## src/rtl/div_ctrl_pkg.sv

```systemverilog
// Shared EX-stage definitions for the multi-cycle divide unit: state encodings,
// iteration count and the R-type funct codes that select DIV/DIVU.
package div_ctrl_pkg;

  localparam int DIV_CYCLES = 32;

  localparam logic [5:0] FUNCT_DIV  = 6'b011010;
  localparam logic [5:0] FUNCT_DIVU = 6'b011011;

  typedef enum logic [1:0] {
    DIV_IDLE   = 2'd0,
    DIV_RUN    = 2'd1,
    DIV_FINISH = 2'd2
  } div_state_e;

endpackage

```

## src/rtl/div_step.sv

```systemverilog
// One restoring-division iteration on unsigned magnitudes. The quotient bit is
// shifted into the low end of the dividend register as its MSB is consumed.
module div_step
  import div_ctrl_pkg::*;
#(
  parameter int DATA_WIDTH = 32
) (
  input  logic [DATA_WIDTH:0]   partial_rem,
  input  logic [DATA_WIDTH-1:0] dividend_shift,
  input  logic [DATA_WIDTH-1:0] divisor,
  output logic [DATA_WIDTH:0]   next_rem,
  output logic [DATA_WIDTH-1:0] next_shift,
  output logic                  q_bit
);

  logic [DATA_WIDTH+1:0] rem_shift;

  // NOTE: every always_comb output gets an unconditional assignment on each
  // path, so no latch can be inferred.
  always_comb begin
    rem_shift  = {partial_rem, dividend_shift[DATA_WIDTH-1]};
    q_bit      = (rem_shift >= {2'b00, divisor});
    next_rem   = q_bit ? (DATA_WIDTH+1)'(rem_shift - {2'b00, divisor})
                       : rem_shift[DATA_WIDTH:0];
    next_shift = {dividend_shift[DATA_WIDTH-2:0], q_bit};
  end

endmodule

```

## src/rtl/div_ctrl.sv

```systemverilog
// Multi-cycle DIV/DIVU controller: latches operand magnitudes, runs one
// restoring step per cycle, applies sign fixup and stalls the pipe while busy.
module div_ctrl
  import div_ctrl_pkg::*;
#(
  parameter int DATA_WIDTH = 32,
  parameter int CNT_WIDTH  = 6
) (
  input  logic                  clk,
  input  logic                  rst,
  input  logic                  flush,
  input  logic                  start,
  input  logic                  signed_div,
  input  logic [DATA_WIDTH-1:0] dividend,
  input  logic [DATA_WIDTH-1:0] divisor,
  output logic                  stall_req,
  output logic                  busy,
  output logic                  done,
  output logic                  div_by_zero,
  output logic [DATA_WIDTH-1:0] quotient,
  output logic [DATA_WIDTH-1:0] remainder
);

  div_state_e state, state_next;

  logic [CNT_WIDTH-1:0]  count;
  logic [DATA_WIDTH:0]   rem_acc;
  logic [DATA_WIDTH-1:0] shift_acc;
  logic [DATA_WIDTH-1:0] divisor_abs;
  logic                  neg_quot;
  logic                  neg_rem;

  logic [DATA_WIDTH:0]   step_rem;
  logic [DATA_WIDTH-1:0] step_shift;
  logic                  step_q;

  logic                  accept;
  logic                  last_step;
  logic                  dividend_neg;
  logic                  divisor_neg;
  logic [DATA_WIDTH-1:0] dividend_mag;
  logic [DATA_WIDTH-1:0] divisor_mag;
  logic [DATA_WIDTH-1:0] quot_raw;
  logic [DATA_WIDTH-1:0] rem_raw;

  assign accept       = (state == DIV_IDLE) && start && !flush;
  assign last_step    = (state == DIV_RUN) && (count == CNT_WIDTH'(DIV_CYCLES - 1));
  assign dividend_neg = signed_div & dividend[DATA_WIDTH-1];
  assign divisor_neg  = signed_div & divisor[DATA_WIDTH-1];
  // Two's-complement negate wraps, so the most negative value stays as its own magnitude.
  assign dividend_mag = dividend_neg ? -dividend : dividend;
  assign divisor_mag  = divisor_neg  ? -divisor  : divisor;
  assign quot_raw     = {shift_acc[DATA_WIDTH-2:0], step_q};
  assign rem_raw      = step_rem[DATA_WIDTH-1:0];

  div_step #(.DATA_WIDTH(DATA_WIDTH)) u_step (
    .partial_rem    (rem_acc),
    .dividend_shift (shift_acc),
    .divisor        (divisor_abs),
    .next_rem       (step_rem),
    .next_shift     (step_shift),
    .q_bit          (step_q)
  );

  // NOTE: sequential state is written with non-blocking assignments so every
  // register samples pre-edge values, independent of statement order.
  always_ff @(posedge clk) begin
    if (rst) state <= DIV_IDLE;
    else     state <= state_next;
  end

  always_comb begin
    state_next = state;
    if (flush) begin
      state_next = DIV_IDLE;
    end else begin
      unique case (state)
        DIV_IDLE:   if (start) state_next = (divisor == '0) ? DIV_FINISH : DIV_RUN;
        DIV_RUN:    if (last_step) state_next = DIV_FINISH;
        DIV_FINISH: state_next = DIV_IDLE;
        default:    state_next = DIV_IDLE;
      endcase
    end
  end

  always_comb begin
    busy      = (state != DIV_IDLE);
    done      = (state == DIV_FINISH);
    stall_req = accept || (state == DIV_RUN);
  end

  // Results change only on entry to FINISH; a flush leaves them untouched.
  always_ff @(posedge clk) begin
    if (rst) begin
      count       <= '0;
      rem_acc     <= '0;
      shift_acc   <= '0;
      divisor_abs <= '0;
      neg_quot    <= 1'b0;
      neg_rem     <= 1'b0;
      quotient    <= '0;
      remainder   <= '0;
      div_by_zero <= 1'b0;
    end else if (!flush) begin
      if (accept) begin
        count       <= '0;
        rem_acc     <= '0;
        shift_acc   <= dividend_mag;
        divisor_abs <= divisor_mag;
        neg_quot    <= dividend_neg ^ divisor_neg;
        neg_rem     <= dividend_neg;
        if (divisor == '0) begin
          quotient    <= '1;
          remainder   <= dividend;
          div_by_zero <= 1'b1;
        end
      end else if (state == DIV_RUN) begin
        count     <= count + CNT_WIDTH'(1);
        rem_acc   <= step_rem;
        shift_acc <= step_shift;
        if (last_step) begin
          quotient    <= neg_quot ? -quot_raw : quot_raw;
          remainder   <= neg_rem  ? -rem_raw  : rem_raw;
          div_by_zero <= 1'b0;
        end
      end
    end
  end

endmodule

```

## config.mk

```make
export PLATFORM = sky130hd
export DESIGN_NAME = div_ctrl
export DESIGN_NICKNAME = d
export VERILOG_FILES = /design/src/rtl/div_ctrl_pkg.sv /design/src/rtl/div_step.sv /design/src/rtl/div_ctrl.sv
export SDC_FILE = /design/constraint.sdc
export NUM_CORES = 1
export LEC_CHECK = 0
export CORE_ASPECT_RATIO = 1.1
export CORE_UTILIZATION = 62
export DETAILED_ROUTE_END_ITERATION = 12
export PLACE_DENSITY_LB_ADDON = 0.08
export REMOVE_ABC_BUFFERS = 1
export SYNTH_ARGS = -nofsm -noshare
export SYNTH_HDL_FRONTEND = slang
export SYNTH_SLANG_ARGS = --single-unit
```

## constraint.sdc

```tcl
create_clock -name clk -period 9.4 [get_ports clk]
set_input_delay 0.94 -clock clk [delete_from_list [all_inputs] [get_ports clk]]
set_output_delay 0.94 -clock clk [all_outputs]
set_load 0.05 [all_outputs]
```

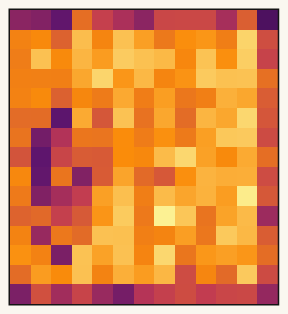
Figure 1: run 1, placement density heat map.
Drawn at 2 px/um. The die is cut into 13 by 15 equal tiles; black is low, pale yellow is high, 0 to 100% covered.
emptiest ninth of the die: middle left
fullest tile: 97%
mean over tiles: 69%
tiles over 75% full: 41%

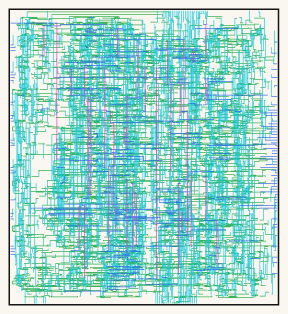
Figure 2: run 1, signal wires by layer.
Drawn at 2 px/um.
| layer | colour | wire length |
|---|---|---|
| met1 | green | 13900 um |
| met2 | cyan | 16200 um |
| met4 | magenta | 1080 um |
| met3 | blue | 2140 um |

==> flow_metrics.env, run 1 <==
# physical design summary
export IMPL_status="completed"
export IMPL_coreArea_um2=18500
export IMPL_holdPathEnd="divisor_abs[0]$_SDFFE_PP0P_"
export IMPL_htreeDepth=4
export IMPL_power_mw=2.03
export IMPL_ir_drop_mv=0.148
export IMPL_finish_net_count=1750
export IMPL_end_kind="flop"
export IMPL_ys_flop_type="dfxtp_1"
export IMPL_filler_cell_count=1474
export IMPL_postCtsSetupBuffers=0
export IMPL_grt_pass1_wl_mm=53.7
export IMPL_fin_worst_skew_ns=0.00829
export IMPL_final_comb_area_um2=7810
export IMPL_diodes=0
export IMPL_ioPinCount=137
export IMPL_synth_area_per_cell_um2=7.50
export IMPL_warnings=25
export IMPL_maxCapViolCount=0
export IMPL_setup_viol=0
export IMPL_routed_wl_met3_mm=2.14
export IMPL_holdBufCountCts=0
export IMPL_critPathArrivalTime_ns=5.94
export IMPL_yosysTopAreaCellShare_pct=29.1
export IMPL_drt_total_wl_mm=33.3
export IMPL_place_detailed_instances=1867
export IMPL_syn2layout_area_growth_pct=17.1
export IMPL_layout_top_cell="nor2_1"
export IMPL_worst_pin_slew_ns=1.06
export IMPL_top_layer="met4"
export IMPL_path_max_fanout=53
export IMPL_final_layout_size_suffix_gt1_share_pct=4.65
export IMPL_rsz0062_at_grt="false"
export IMPL_met2WireLength_mm=16.2
export IMPL_slew_headroom_pct=29.0
export IMPL_p_per_area_nw_per_um2=146
export IMPL_numPortBuffers=136
export IMPL_cts_sinks=172
export IMPL_hold_violations=0
export IMPL_ys_cells=1581
export IMPL_drt_iter0_markers=990
export IMPL_synth_area_um2=11900
export IMPL_yosysWarnings=0
export IMPL_r2r_end="remainder[30]$_SDFFE_PP0P_"
export IMPL_fp_dieH_um=147
export IMPL_worstPathCellList="inv_1, ha_1, inv_1, fa_1, a211oi_1, o21ai_0, a22oi_2, a2111o_1, nand2_4, mux2i_1, ha_1, nand2_1, or3_1, nor3_1, o221ai_1, a211o_1, nand3b_1, o41ai_1, xor2_1, a221oi_1"
export IMPL_numCtsBuffers=17
export IMPL_ys_seq_elements=172
export IMPL_critical_path_class="reg2reg"
export IMPL_first_pass_iters=6
export IMPL_slowest_stage="mux2i_1"
export IMPL_r2r_slack_ns=3.80
export IMPL_cpPeakStageDelay_ns=0.42
export IMPL_yosysUniqueCellTypes=75
export IMPL_root_buffer="clkbuf_16"
export IMPL_utilization_pct=74.8
export IMPL_row_count=52
export IMPL_holdPathStages=2
export IMPL_detail_route_antenna_nets=0
export IMPL_dieArea_um2=19700
export IMPL_hp_start="divisor_abs[0]$_SDFFE_PP0P_"
export IMPL_final_cell_mix="nor2_1, nand2_1, dfxtp_1"
export IMPL_drv_slew=0
export IMPL_vias=11854
export IMPL_p_leak_nw=5.01
export IMPL_postSynthSeqShare_pct=29.1
export IMPL_async_flop_share_pct=0
export IMPL_startpoint_type="flop"
export IMPL_period_used_pct=59.5
export IMPL_initCoreUtil_pct=63.9
export IMPL_hp_class="reg2reg"
export IMPL_syn_instance_count=1581
export IMPL_drcViolationCount=0
export IMPL_r2r_start="shift_acc[31]$_SDFFE_PP0P_"
export IMPL_clk_latency_ns=0.44
export IMPL_clockBufferDepth=2
export IMPL_seqCellArea_um2=3440
export IMPL_grt_pass1_vias=10887
export IMPL_edf_count=0
export IMPL_grt_overflow=0
export IMPL_cts_resized=0
export IMPL_vias_per_cell=6.24
export IMPL_wl_per_cell_um=17.6
export IMPL_finalSetupTns_ns=0
export IMPL_gp_congestion=0.976
export IMPL_required_ns=9.74
export IMPL_min_period_ns=5.60
export IMPL_m1WireLength_mm=13.9
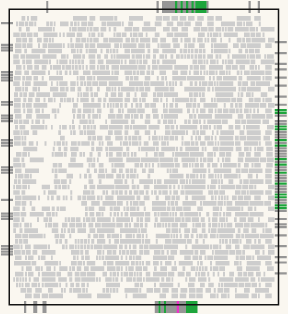
Figure 3: run 1, pin placement.
Drawn at 2 px/um. Pins as bars across the die edge, other pins in grey.
| port | colour | pins | direction | edge |
|---|---|---|---|---|
| `flush` | magenta | 1 | input | bottom |
| `dividend` | green | 32 | input | 14 right, 10 top, 8 bottom |
all pins by edge: 53 right, 29 top, 28 bottom, 27 left

-- run 1: worst max-delay path by stage --
stage	start	slack [ns]	to	cells after the start
floorplan	start	3.21	remainder[5]$_SDFFE_PP0P_	5
global placement	shift_acc[31]$_SDFFE_PP0P_	4.13	remainder[30]$_SDFFE_PP0P_	20
detailed placement	shift_acc[31]$_SDFFE_PP0P_	3.93	remainder[30]$_SDFFE_PP0P_	20
CTS	shift_acc[31]$_SDFFE_PP0P_	3.89	remainder[30]$_SDFFE_PP0P_	20
global route	shift_acc[31]$_SDFFE_PP0P_	3.29	remainder[30]$_SDFFE_PP0P_	20
finish	shift_acc[31]$_SDFFE_PP0P_	3.80	remainder[30]$_SDFFE_PP0P_	20
-- run 1: where the power goes --
group | switching [mW] | internal, mW
Clock | 0.322 | 0.478
Combinational | 0.284 | 0.174
Sequential | 0.0211 | 0.749
Total | 0.627 | 1.40
-- run 1: cell type report --
| type | instances | share of cell area [%] |
|---|---|---|
| sequential | 172 | 24.8 |
| tap | 243 | 2.19 |
| inverter | 58 | 1.57 |
| multi-input combinational | 1248 | 56.3 |
| clock buffer | 18 | 3.09 |
| timing repair buffer | 146 | 10.3 |
| clock inverter | 14 | 1.67 |
-- run 1: cells in the mapped netlist, types with 17 or more instances --
cell type / instances
inv_1: 57
o31ai_1: 24
a22oi_1: 23
nor3_1: 41
nor4_1: 18
nand3_1: 27
xor2_1: 84
nor2_1: 211
ha_1: 37
clkbuf_1: 71
nand2_1: 197
xnor2_1: 58
a211oi_1: 66
mux2i_1: 17
nand4_1: 19
buf_2: 18
a311oi_1: 41
o21ai_0: 83
a21oi_1: 98
dfxtp_1: 172
-- run 1: registers in the layout, indices dropped and copies added (netlist names) --
signal / cells
remainder: 32
neg_quot: 1
neg_rem: 1
state: 2
rem_acc: 33
count: 6
div_by_zero: 1
shift_acc: 32
divisor_abs: 32
quotient: 32
-- run 1: worst max-delay path: cells and delay by family, from the launching register on --
kind	cells	cell delay [ns]
AND-OR/OR-AND	8	2.44
AND/OR/NAND/NOR	5	1.23
adder cells (fa/ha/maj)	3	0.82
multiplexers	1	0.42
flip-flops	1	0.34
buffers and inverters	2	0.12
XOR/XNOR	1	0.11
-- run 1: kinds of logic (layout without fill, tap and decap cells) --
group / count (synthesis) / after routing / synth area share [%]
adder cells (fa/ha/maj): 38 / 38 / 4.08
multiplexers: 23 / 23 / 2.01
flip-flops: 172 / 172 / 29.1
buffers and inverters: 161 / 236 / 5.32
AND/OR/NAND/NOR: 598 / 598 / 23.2
AND-OR/OR-AND: 447 / 447 / 25.9
XOR/XNOR: 142 / 142 / 10.5
-- run 1: stage by stage --
step	setup WS [ns]	area, um^2	hold WS [ns]
3_5_place_dp	3.93	13200	0.461
2_1_floorplan	3.21	11400	0.426
4_1_cts	3.89	13900	0.471
3_3_place_gp	4.13	13200	0.443
6_report	3.80	13900	0.464
5_1_grt	3.29	13900	0.500
-- run 1: routing by layer --
layer,track usage (%),vias to the layer above
met1,41.7,5447
met4,16.0,0
met5,0,-
li1,-,5838
met3,4.42,78
met2,58.3,491
Figure 4. Cell classes on the final placement (run 1).
Drawn at 2 px/um.
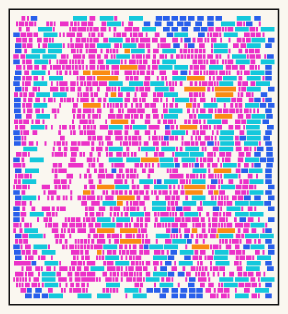

--- run 2 (diff from run 1) ---
CORE_UTILIZATION = 52   (was 62)
clock period = 4.63 ns   (was 9.4 ns; I/O delays follow)
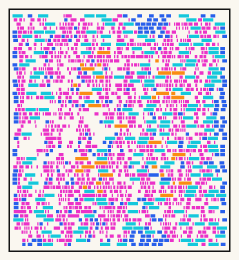
Figure 5: run 2, cell classes on the final placement.
Drawn at 1.5 px/um.
| class | colour | cells | share of their area |
|---|---|---|---|
| clock drivers and dummy loads | orange | 32 | 4.0% |
| other buffers and delay cells | blue | 230 | 15% |
| flops | cyan | 172 | 24% |
| all other logic | magenta | 1306 | 57% |

==> run 2 against run 1 <==
Register-to-register slack got worse by 3.6 ns. Final cell count up 7.2%. Worst setup slack got worse by 3.6 ns. Routed wire length increased by 3.9%. Core utilization shrank 9.2 points. Power is 97% higher. Clock power rose by 77%. Critical path type unchanged. Global-route usage fell by 4.1 points. Sequential cell count unchanged. Via count decreased by 0.41%.
==> flow_metrics.env, run 2 <==
# physical design summary
export IMPL_hp_start="divisor_abs[31]$_SDFFE_PP0P_"
export IMPL_row_count=57
export IMPL_simple_gate_share_pct=23.2
export IMPL_diodes=0
export IMPL_ys_cells=1581
export IMPL_period_used_pct=94.6
export IMPL_logic_family="AND-OR/OR-AND gates"
export IMPL_worstPathCellList="inv_1, ha_1, inv_1, fa_2, a211oi_2, o21ai_2, a22oi_2, a2111o_1, nand2_4, buf_4, nor2_1, a21oi_1, inv_1, ha_2, nand2_1, or3_1, nor3_2, o221ai_2, a211o_1, nand3b_1, o41ai_2, xor2_1, a221oi_2"
export IMPL_final_layout_size_suffix_gt1_share_pct=10.1
export IMPL_yosysUniqueCellTypes=75
export IMPL_startpoint="shift_acc[31]$_SDFFE_PP0P_"
export IMPL_critPathArrivalTime_ns=4.65
export IMPL_grt_overflow=0
export IMPL_yosysTopAreaCellShare_pct=29.1
export IMPL_drt_total_wl_mm=34.6
export IMPL_crit_family="AND-OR/OR-AND gates"
export IMPL_path_max_fanout=3
export IMPL_maxCapViolCount=0
export IMPL_grt_pass1_wl_mm=56.6
export IMPL_first_pass_iters=5
export IMPL_postSynthSeqShare_pct=29.1
export IMPL_cpPeakStageDelay_ns=0.35
export IMPL_p_leak_nw=5.39
export IMPL_coreArea_um2=22300
export IMPL_seqPwrFrac_pct=39.1
export IMPL_status="completed"
export IMPL_slowest_stage="fa_2"
export IMPL_critical_path_class="reg2reg"
export IMPL_ys_flop_type="dfxtp_1"
export IMPL_worst_pin_slew_ns=0.976
export IMPL_async_flop_share_pct=0
export IMPL_vias=11805
export IMPL_top_register="rem_acc"
export IMPL_fin_worst_skew_ns=0.0137
export IMPL_dieArea_um2=23400
export IMPL_end_kind="flop"
export IMPL_drcViolationCount=0
export IMPL_hold_violations=0
export IMPL_top_cells_by_count="nor2_1, nand2_1, dfxtp_1"
export IMPL_slew_headroom_pct=34.8
export IMPL_r2r_start="shift_acc[31]$_SDFFE_PP0P_"
export IMPL_power_mw=4.00
export IMPL_pwr_share_comb_pct=25.5
export IMPL_layout_top_cell="nor2_1"
export IMPL_internal_power_mw=2.66
export IMPL_p_per_area_nw_per_um2=274
export IMPL_htreeDepth=4
export IMPL_startpoint_type="flop"
export IMPL_edf_count=0
export IMPL_wl_per_cell_um=17.0
export IMPL_synth_area_per_cell_um2=7.50
export IMPL_synth_area_um2=11900
export IMPL_vias_per_cell=5.80
export IMPL_ioPinCount=137
export IMPL_yosysWarnings=0
export IMPL_clockBufferDepth=2
export IMPL_grt_pass1_vias=11020
export IMPL_synthAoiAreaFrac_pct=25.9
export IMPL_yosysMostFrequentCell="nor2_1"
export IMPL_final_cell_mix="nor2_1, nand2_1, dfxtp_1"
export IMPL_xor_share_pct=10.5
export IMPL_root_buffer="clkbuf_16"
export IMPL_ys_sh_adder_pct=4.08
export IMPL_whs_ns=0.468
export IMPL_muxShareOfSynthArea_pct=2.01
export IMPL_placed_area_um2=13900
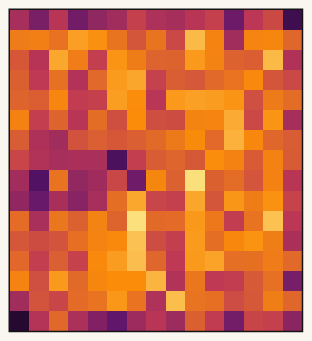
Figure 6: run 2, placement density heat map.
Drawn at 2 px/um. The die is cut into 15 by 16 equal tiles; black is low, pale yellow is high, 0 to 100% covered.
mean over tiles: 61%
fullest tile: 93%
emptiest ninth of the die: middle left
tiles over 75% full: 16%

run 2: path summary, 6_finish.rpt:
kind	endpoint	depth (start not counted)
worst min register to register	divisor_abs[31]$_SDFFE_PP0P_	2
worst max-delay path	remainder[30]$_SDFFE_PP0P_	23
worst max register to register	remainder[30]$_SDFFE_PP0P_	23
worst min-delay path	divisor_abs[31]$_SDFFE_PP0P_	2
run 2: kinds of logic (layout without fill, tap and decap cells):
family | Yosys count | in the layout
compound gates | 447 | 447
buf+inv | 161 | 320
flops | 172 | 172
mux | 23 | 23
xor+xnor | 142 | 142
simple gates | 598 | 598
fa+ha+maj | 38 | 38
run 2: final cells by class:
type / instances / area (um^2)
multi-input combinational: 1248 / 7900
inverter: 58 / 218
sequential: 172 / 3440
clock inverter: 14 / 144
fill: 2020 / 7660
timing repair buffer: 230 / 2090
tap: 295 / 369
clock buffer: 18 / 429
run 2: worst min-delay path: stages, from the launching register on:
cell	delay (ns)
dfxtp_1	0.31
nand2_1	0.06
a21oi_1	0.05
run 2: metrics by stage:
step                utilization [%]  setup TNS (ns)  setup slack, ns
floorplan                         -          -72.44            -1.13
global placement               62.5               0           0.0616
detailed placement             62.5          -0.100          -0.0701
CTS                            65.1               0           0.0807
global route                   65.6         -0.0180          -0.0180
finish                         65.6               0            0.250
run 2: power by group through the flow:
stage          logic (mW)  clock network, mW  registers, mW
5_1_grt              1.11               1.50           1.57
2_1_floorplan       0.621                  0           1.59
3_5_place_dp        0.988                  0           1.60
4_1_cts             0.995               1.44           1.56
6_report             1.02               1.42           1.56
3_3_place_gp        0.978                  0           1.59
run 2: layer usage:
layer | part of all wire (%) | GRT usage (%)
met2 | 49 | 52.1
met5 | 0 | 0
met3 | 4.2 | 2.87
met4 | 2.3 | 9.57
met1 | 45 | 38.5
run 2: what timing repair did:
action,in CTS,in global routing
buffers inserted,0,2
setup endpoints to repair,4,9
pin swaps,0,7
resized,3,19
Figure 7. Clock routing (run 2).
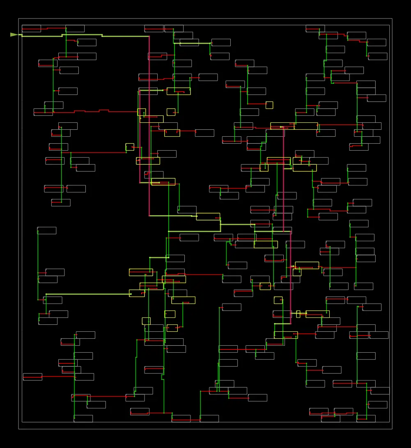

--- run 3 (diff from run 2) ---
SKIP_CTS_REPAIR_TIMING = 1   (was default)
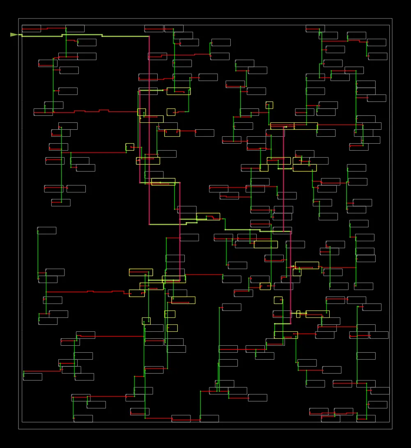
Figure 8: run 3, clock routing.
Seq cells: 172
total CTS buffers: 17
Clock Power: 1.42 mW
clock skew: 0.0159 ns
CTS sink count: 172

==> run 3 against run 2 <==
Maximum frequency is essentially flat. Synthesized cell count is the same. Global-route usage is essentially flat. Synthesized area is the same. Count of clock-buffer cells in the layout is the same. Power is essentially flat. Worst setup slack gained 0.0011 ns. Register-to-register slack is essentially flat. Via count grew 0.18%. Sequential share of layout area is the same. Critical endpoint unchanged.
==> flow_metrics.env, run 3 <==
# physical design summary
export IMPL_status="completed"
export IMPL_seqPwrFrac_pct=39.1
export IMPL_row_count=57
export IMPL_vias_per_cell=5.81
export IMPL_path_max_fanout=3
export IMPL_synth_area_per_cell_um2=7.50
export IMPL_yosysUniqueCellTypes=75
export IMPL_switching_power_mw=1.34
export IMPL_internal_power_mw=2.66
export IMPL_ys_cells=1581
export IMPL_utilization_pct=65.6
export IMPL_top_cells_by_count="nor2_1, nand2_1, dfxtp_1"
export IMPL_period_used_pct=94.6
export IMPL_critical_path_class="reg2reg"
export IMPL_grt_overflow=0
export IMPL_layout_top_cell="nor2_1"
export IMPL_vias=11826
export IMPL_grt_pass1_wl_mm=56.5
export IMPL_p_per_area_nw_per_um2=274
export IMPL_yosysMostFrequentCell="nor2_1"
export IMPL_yosysWarnings=0
export IMPL_grt_pass1_vias=10997
export IMPL_top_register="rem_acc"
export IMPL_async_flop_share_pct=0
export IMPL_diodes=0
export IMPL_first_pass_iters=5
export IMPL_p_leak_nw=5.39
export IMPL_drt_total_wl_mm=34.6
export IMPL_dieArea_um2=23400
export IMPL_synth_area_um2=11900
export IMPL_slew_headroom_pct=34.7
export IMPL_clockBufferDepth=2
export IMPL_maxCapViolCount=0
export IMPL_ioPinCount=137
export IMPL_postSynthSeqShare_pct=29.1
export IMPL_yosysTopAreaCellShare_pct=29.1
export IMPL_edf_count=0
export IMPL_coreArea_um2=22300
export IMPL_critPathArrivalTime_ns=4.66
export IMPL_finish_net_count=1834
export IMPL_ys_area_um2=11900
export IMPL_power_mw=4.00
export IMPL_startpoint_type="flop"
export IMPL_drcViolationCount=0
export IMPL_setup_ws_ns=0.251
export IMPL_end_kind="flop"
export IMPL_root_buffer="clkbuf_16"
export IMPL_wl_per_cell_um=17.0
export IMPL_ys_flop_type="dfxtp_1"
export IMPL_pwr_share_comb_pct=25.4
export IMPL_worst_pin_slew_ns=0.978
export IMPL_area_leaders="dfxtp_1, nor2_1, nand2_1"
export IMPL_dpl_worst_slack_ns=-0.0701
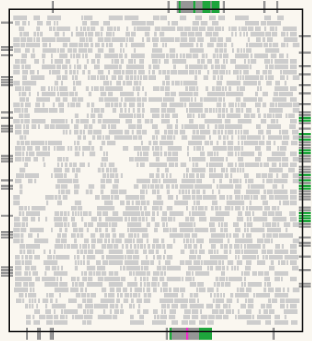
Figure 9: run 3, pin placement.
Drawn at 2 px/um. Pins as bars across the die edge, other pins in grey.
| port | colour | pins | direction | edge |
|---|---|---|---|---|
| `dividend` | green | 32 | input | 14 right, 10 top, 8 bottom |
| `flush` | magenta | 1 | input | bottom |

==> run 3: cell counts after synthesis <==
No cell type changed its count.
==> run 3: path summary, 6_finish.rpt <==
kind | start | endpoint | slack, ns | cells past startpoint
setup / recovery | shift_acc[31]$_SDFFE_PP0P_ | remainder[30]$_SDFFE_PP0P_ | 0.25 | 23
hold / removal | divisor_abs[0]$_SDFFE_PP0P_ | divisor_abs[0]$_SDFFE_PP0P_ | 0.47 | 2
setup reg to reg | shift_acc[31]$_SDFFE_PP0P_ | remainder[30]$_SDFFE_PP0P_ | 0.25 | 23
hold reg to reg | divisor_abs[0]$_SDFFE_PP0P_ | divisor_abs[0]$_SDFFE_PP0P_ | 0.47 | 2
==> run 3: kinds of logic after synthesis <==
family	synth area share, %
buffers and inverters	5.32
AOI/OAI and AO/OA	25.9
muxes	2.01
and+or+nand+nor	23.2
DFF	29.1
xor gates and xnor gates	10.5
adders and majority gates	4.08
==> run 3: metal layers <==
layer  vias to the layer above  GRT usage [%]  part of all wire [%]
met3                        57           2.87                   3.9
li1                       5996              -                     -
met4                         0           9.62                   2.3
met2                       348           52.0                    49
met1                      5425           38.5                    45
met5                         -              0                     0
==> run 3: worst max-delay path, cell delays in order, from the launching register on <==
cell	delay (ns)
dfxtp_1	0.32
inv_1	0.05
ha_1	0.17
inv_1	0.06
fa_2	0.35
a211oi_2	0.26
o21ai_2	0.13
a22oi_2	0.18
a2111o_1	0.22
nand2_4	0.09
buf_4	0.16
nor2_1	0.07
a21oi_1	0.06
inv_1	0.06
ha_2	0.17
nand2_1	0.07
or3_1	0.36
nor3_2	0.22
o221ai_2	0.16
a211o_1	0.27
nand3b_1	0.18
o41ai_2	0.30
xor2_1	0.22
a221oi_2	0.08
==> run 3: through the flow <==
| step | setup TNS [ns] | cells | hold WS, ns | area (um^2) |
|---|---|---|---|---|
| floorplan | -72.44 | 1478 | 0.426 | 11400 |
| finish | 0 | 2035 | 0.467 | 14600 |
| detailed placement | -0.100 | 2001 | 0.458 | 13900 |
| CTS | -0.222 | 2033 | 0.469 | 14500 |
| global placement | 0 | 2001 | 0.446 | 13900 |
| global route | -0.0321 | 2035 | 0.494 | 14600 |
==> run 3: power by group through the flow <==
stage | Clock [mW] | Combinational [mW] | Sequential, mW
2_1_floorplan | 0 | 0.621 | 1.59
3_3_place_gp | 0 | 0.978 | 1.59
3_5_place_dp | 0 | 0.988 | 1.60
4_1_cts | 1.44 | 0.992 | 1.56
5_1_grt | 1.50 | 1.11 | 1.57
6_report | 1.42 | 1.02 | 1.56
==> run 3: final cells by class <==
cell class | count | area [um^2]
multi-input combinational | 1248 | 7900
sequential | 172 | 3440
tap | 295 | 369
fill | 2020 | 7660
clock inverter | 14 | 144
clock buffer | 18 | 429
timing repair buffer | 230 | 2090
inverter | 58 | 218
Power figures rest on the tool's default switching activity, not on a simulated workload.
